[src/rtl/writeback_regfile.sv]
// writeback_regfile
// Architectural register file at the end of the writeback stage.
//   - NREG x 32-bit registers; r0 has no storage and always reads zero.
//   - r30 (STATUS_IDX) is rstatus; r31 is the jal link register.
//   - General write port (ctrl_writeEnable/ctrl_writeReg/data_writeReg).
//   - Dedicated status write port (ctrl_writeStatus/data_writeStatusReg)
//     that always targets STATUS_IDX and wins over a general write to it.
//   - Two independent combinational read ports (A, B).
//   - status_exception: registered rstatus[0] as held after each edge.
//   - write_conflict:   registered one-cycle pulse after a status/general
//                       collision on STATUS_IDX.
// Optional feature macro: REGFILE_BYPASS_EN
//   When defined, the read ports forward same-cycle write data
//   (status bypass over general bypass). When undefined, reads see storage only.
//
// Ports
//   clock, resetn                      clock, async active-low reset
//   ctrl_writeEnable, ctrl_writeReg,
//   data_writeReg                      general write port
//   ctrl_writeStatus, data_writeStatusReg  status write port
//   ctrl_readRegA/B, data_readRegA/B   read ports
//   status_exception, write_conflict   registered status outputs

module writeback_regfile #(
  parameter int unsigned NREG       = 32,
  parameter int unsigned STATUS_IDX = 30
) (
  input  logic        clock,
  input  logic        resetn,
  input  logic        ctrl_writeEnable,
  input  logic [4:0]  ctrl_writeReg,
  input  logic [31:0] data_writeReg,
  input  logic        ctrl_writeStatus,
  input  logic [31:0] data_writeStatusReg,
  input  logic [4:0]  ctrl_readRegA,
  input  logic [4:0]  ctrl_readRegB,
  output logic [31:0] data_readRegA,
  output logic [31:0] data_readRegB,
  output logic        status_exception,
  output logic        write_conflict
);

  localparam int unsigned IDX_W  = 5;
  localparam int unsigned DATA_W = 32;

  // Storage for r1..r(NREG-1); r0 is hard-wired to zero.
  logic [DATA_W-1:0] regs_q [1:NREG-1];
  logic [DATA_W-1:0] regs_d [1:NREG-1];

  logic status_exception_q, status_exception_d;
  logic write_conflict_q,   write_conflict_d;

  logic gen_wr_c;
  logic status_hit_c;

  logic [DATA_W-1:0] rd_a_c;
  logic [DATA_W-1:0] rd_b_c;

  // Qualified write strobes: destination 0 is dropped silently.
  always_comb begin
    gen_wr_c     = ctrl_writeEnable && (ctrl_writeReg != '0);
    status_hit_c = gen_wr_c && (ctrl_writeReg == IDX_W'(STATUS_IDX));
  end

  // Next-state for storage and registered status outputs.
  always_comb begin
    regs_d             = regs_q;
    status_exception_d = 1'b0;
    write_conflict_d   = ctrl_writeStatus && status_hit_c;

    for (int unsigned i = 1; i < NREG; i++) begin
      if (gen_wr_c && (ctrl_writeReg == IDX_W'(i))) begin
        regs_d[i] = data_writeReg;
      end
      // Status port applied last so it wins a collision on STATUS_IDX.
      if (ctrl_writeStatus && (i == STATUS_IDX)) begin
        regs_d[i] = data_writeStatusReg;
      end
    end

    // Mirror bit 0 of rstatus as it will be after this edge.
    for (int unsigned i = 1; i < NREG; i++) begin
      if (i == STATUS_IDX) begin
        status_exception_d = regs_d[i][0];
      end
    end
  end

  // State registers.
  always_ff @(posedge clock or negedge resetn) begin
    if (!resetn) begin
      for (int unsigned i = 1; i < NREG; i++) begin
        regs_q[i] <= '0;
      end
      status_exception_q <= 1'b0;
      write_conflict_q   <= 1'b0;
    end else begin
      for (int unsigned i = 1; i < NREG; i++) begin
        regs_q[i] <= regs_d[i];
      end
      status_exception_q <= status_exception_d;
      write_conflict_q   <= write_conflict_d;
    end
  end

  // Read port A: storage lookup, optional same-cycle forwarding.
  always_comb begin
    rd_a_c = '0;
    for (int unsigned i = 1; i < NREG; i++) begin
      if (ctrl_readRegA == IDX_W'(i)) begin
        rd_a_c = regs_q[i];
      end
    end
`ifdef REGFILE_BYPASS_EN
    if (ctrl_writeStatus && (ctrl_readRegA == IDX_W'(STATUS_IDX))) begin
      rd_a_c = data_writeStatusReg;
    end else if (gen_wr_c && (ctrl_readRegA == ctrl_writeReg)) begin
      rd_a_c = data_writeReg;
    end
`endif
  end

  // Read port B: identical to port A.
  always_comb begin
    rd_b_c = '0;
    for (int unsigned i = 1; i < NREG; i++) begin
      if (ctrl_readRegB == IDX_W'(i)) begin
        rd_b_c = regs_q[i];
      end
    end
`ifdef REGFILE_BYPASS_EN
    if (ctrl_writeStatus && (ctrl_readRegB == IDX_W'(STATUS_IDX))) begin
      rd_b_c = data_writeStatusReg;
    end else if (gen_wr_c && (ctrl_readRegB == ctrl_writeReg)) begin
      rd_b_c = data_writeReg;
    end
`endif
  end

  // Reads are forced to zero while reset is held, even with forwarding.
  assign data_readRegA    = resetn ? rd_a_c : '0;
  assign data_readRegB    = resetn ? rd_b_c : '0;
  assign status_exception = status_exception_q;
  assign write_conflict   = write_conflict_q;

endmodule

[config.mk]
export PLATFORM = sky130hd
export DESIGN_NAME = writeback_regfile
export DESIGN_NICKNAME = d
export VERILOG_FILES = /design/src/rtl/writeback_regfile.sv
export SDC_FILE = /design/constraint.sdc
export NUM_CORES = 2
export LEC_CHECK = 0
export ABC_AREA = 0
export CORE_UTILIZATION = 46
export DETAILED_ROUTE_END_ITERATION = 10
export HOLD_SLACK_MARGIN = 0.02
export MAX_ROUTING_LAYER = met4
export PLACE_DENSITY = 0.61
export SLEW_MARGIN = 10
export SYNTH_ARGS = -nofsm -noshare
export SYNTH_HDL_FRONTEND = slang
export SYNTH_SLANG_ARGS = --single-unit
[constraint.sdc]
create_clock -name clock -period 3.11 [get_ports clock]
set_input_delay 0.311 -clock clock [delete_from_list [all_inputs] [get_ports clock]]
set_output_delay 0.311 -clock clock [all_outputs]
set_load 0.02 [all_outputs]
**Supply network**

The bar under the picture is 100 µm long. Pins as bars on the die edge. Tap cells in gray.
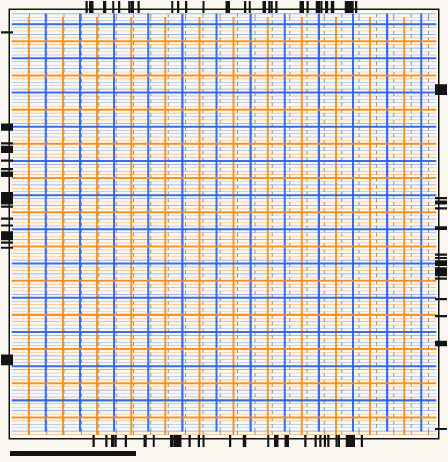
Orange stands for VSS. Blue stands for VDD.
24 straps on met5. 1500 tap cells. 149 signal pins sit on the boundary. 24 straps on met4. 124 met1 rails follow the rows.

**Met4 routing**

Cells faint in the background.
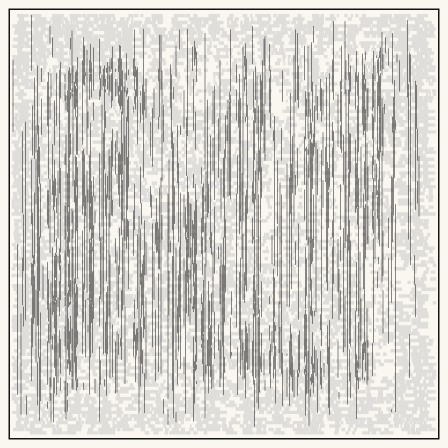
The layer holds 9.6% of the routed length. The wires run mostly vertical.

==> impl_table.tex <==
% Synthesis and place-and-route results
\begin{tabular}{lr}
\hline
Metric & Value \\
\hline
\multicolumn{2}{l}{\textbf{Status}} \\
Run status & finished, violations left \\
Failing checks & design-rule violations, negative setup slack \\
\multicolumn{2}{l}{\textbf{Critical path}} \\
Worst Path Max Fanout & 12 \\
Critical Path Max Stage Delay & 440 ps \\
Source of the worst register-to-register timing path & regs\_q[42] \\
Most numerous cell on the critical path & buf\_4 \\
Start-to-end type of the worst setup path & primary input to primary output \\
Cell-by-cell listing of the critical path & buf\_2, buf\_12, or3\_1, nor2\_4, buf\_4, buf\_4, a2111oi\_0, nor4b\_1, nor4\_2, buf\_4, o22ai\_1, buf\_4 \\
Worst setup startpoint & ctrl\_readRegB[2] \\
Highest-delay cell along the critical path & or3\_1 \\
Worst Setup Start Kind & primary input \\
Worst path arrival time & 2940 ps \\
\multicolumn{2}{l}{\textbf{Floorplanning}} \\
Core Area & 113000 µm² \\
Die area & 116000 µm² \\
Floorplan Utilization & 46.6\% \\
Count of boundary I/O pins & 149 \\
Chip Width & 340 µm \\
Std cell rows & 123 \\
\multicolumn{2}{l}{\textbf{STA}} \\
Post-layout worst setup margin & -137 ps \\
Setup total negative slack & -755 ps \\
Final tally of hold violations & 0 \\
Maximum clock skew at final layout & 0 ps \\
RSZ-0062 raised after global routing & true \\
Min Clock Period, post-route & 3250 ps \\
Transition at the pin with the smallest max-transition slack & 1340 ps \\
Max-slew headroom & 10.7\% \\
Number of max-slew violations in the final report & 0 \\
Period utilization & 104\% \\
Finish-stage setup viols & 19 \\
\multicolumn{2}{l}{\textbf{Synth}} \\
FFs w/ async S/R, synth & 100\% \\
Cell Type Count & 87 \\
Post-synthesis instance total & 4702 \\
Share of the yosys chip area belonging to registers & 47.2\% \\
Count of yosys warnings during synthesis & 0 \\
Synthesized area divided by synthesized cell count & 11.2 µm² \\
Number of synthesized register bits & 993 \\
Post-synth EDFFs & 0 \\
Dominant flop cell & dfrtp\_1 \\
Yosys stat area & 52700 µm² \\
Net count after synthesis & 4785 \\
\multicolumn{2}{l}{\textbf{Routing}} \\
Detailed-route wire length per cell & 47.1 µm \\
Post-detailed-route count of antenna-violating nets & 0 \\
Pre-Repair DR Iteration Count & 11 \\
Number of DRC violations after detailed routing & 18 \\
\multicolumn{2}{l}{\textbf{Placement}} \\
Number of port buffers & 148 \\
Post-placement setup slack & -614 ps \\
Count of placed standard cells including taps & 6831 \\
Routability Congestion & 1.16 \\
Half-perimeter wire length of the detailed placement result & 234000 µm \\
Cell area after placement & 63900 µm² \\
\multicolumn{2}{l}{\textbf{Clocking}} \\
Clock Path Buffers & 3 \\
TritonCTS clock tree & yes \\
Cell at the root of the clock tree & clkbuf\_16 \\
Clock insertion delay at the later pin of the skew report & 780 ps \\
Level count of the clock H-tree & 3 \\
CTS clk-pin slew, worst paths & 60 ps \\
Total clock buffers created by CTS & 109 \\
Total number of clock tree sinks & 993 \\
\multicolumn{2}{l}{\textbf{Layout}} \\
Number of nets in the final layout & 5573 \\
Post-route non-filler standard cell count & 7111 \\
Most common cell after layout, fill and taps aside & dfrtp\_1 \\
Most frequent logic cells in the routed design & dfrtp\_1, mux2\_2, buf\_4 \\
Layout area overhead & 31.4\% \\
Total non-filler cell area in the finished layout & 69200 µm² \\
\multicolumn{2}{l}{\textbf{Power and ir drop}} \\
Overall power consumption & 0.0397 W \\
P per Cell Area & 573 nW/µm² \\
Cell leakage power & 30.7 nW \\
Largest voltage drop on the vdd net & 0.515 mV \\
\multicolumn{2}{l}{\textbf{Global routing}} \\
Remaining Overflow, GRT & 0 \\
Overall routing resource usage & 58.7\% \\
Antenna violations before repair & 15 \\
First-pass GRT wire length & 447000 µm \\
\multicolumn{2}{l}{\textbf{Hold path}} \\
Startpoint of the tightest hold check path & ctrl\_writeStatus \\
Class of the tightest hold or removal check & primary input to flop \\
\hline
\end{tabular}
==> layout make-up <==
type,count,area (µm²)
fill,9333,43700
multi-input combinational,3234,27000
antenna,31,77.6
clock inverter,59,851
tap,1500,1880
inverter,15,60.1
clock buffer,142,3030
timing repair buffer,1137,11400
sequential,993,24900
==> synth_stat cells (all sizes together) (10+ instances only) <==
master | n | share of area [%]
nand2b | 25 | 0.30
nand3 | 88 | 0.84
o21a | 12 | 0.17
a32oi | 17 | 0.28
a2bb2oi | 13 | 0.22
mux2i | 82 | 1.6
a211o | 10 | 0.17
nand3b | 15 | 0.28
nor2 | 196 | 1.5
or3 | 14 | 0.17
a22oi | 564 | 8.0
a2111oi | 49 | 0.89
inv | 15 | 0.11
o22ai | 65 | 0.77
o211ai | 28 | 0.40
nand2 | 220 | 1.6
clkbuf | 238 | 1.7
nor2b | 23 | 0.27
o2bb2ai | 15 | 0.25
nor3 | 55 | 0.55
a222oi | 28 | 0.53
a221oi | 30 | 0.51
and2 | 14 | 0.17
o221ai | 34 | 0.57
nor3b | 13 | 0.20
buf | 222 | 2.2
and3 | 126 | 1.5
nand4 | 75 | 0.89
a21oi | 129 | 1.2
dfrtp | 993 | 47
a211oi | 11 | 0.16
a22o | 24 | 0.40
nor4 | 24 | 0.29
mux2 | 970 | 21
o21ai | 128 | 1.2
a31oi | 19 | 0.23
==> sequential cells by signal (all words and copies together) (netlist names) <==
register,cells
write_conflict,1
regs_q,992
==> repair_timing <==
action | 4_1_cts | 5_1_grt
hold endpoints to repair | 217 | 0
pin swaps | 33 | 44
gates resized | 180 | 126
hold buffers | 7 | 0
endpoints found under the setup margin | 61 | 47
buffers inserted | 27 | 17
==> worst max-delay path: cells and delay by family <==
family | cells | cell delay, ps
compound gates | 2 | 250
buf+inv | 6 | 1060
simple gates | 4 | 1270
==> per-layer routing <==
| layer | global-route usage, % | share of wire [%] | vias up |
|---|---|---|---|
| met4 | 42.5 | 9.6 | 0 |
| met1 | 71.6 | 36 | 27100 |
| li1 | - | - | 19700 |
| met2 | 75.4 | 39 | 5551 |
| met5 | - | 0 | - |
| met3 | 26.5 | 16 | 1870 |
==> kinds of logic (layout without fill, tap and decap cells) <==
| kind of cell | count (synthesis) | count (layout) | synth area share [%] |
|---|---|---|---|
| buffers and inverters | 475 | 1353 | 3.96 |
| other | 0 | 31 | 0 |
| multiplexers | 1052 | 1052 | 22.3 |
| AND/OR/NAND/NOR | 926 | 926 | 9.16 |
| AND-OR/OR-AND | 1256 | 1256 | 17.4 |
| flip-flops | 993 | 993 | 47.2 |
==> path summary, 6_finish.rpt <==
kind	to	slack [ps]	cells after the start
max	data_readRegB[17]	-140	12
min	regs_q[44]	2	3
max reg2reg	regs_q[42]	2030	3
min reg2reg	regs_q[352]	530	1
max in group asynchronous	regs_q[564]	1400	5
min in group asynchronous	regs_q[797]	110	4
==> power by group <==
| group | switching (W) | internal, W |
|---|---|---|
| Clock | 0.00605 | 0.00824 |
| Combinational | 0.00353 | 0.00342 |
| Sequential | 0.00302 | 0.0154 |
No activity file was given, so power comes from the tool's default toggle rates.
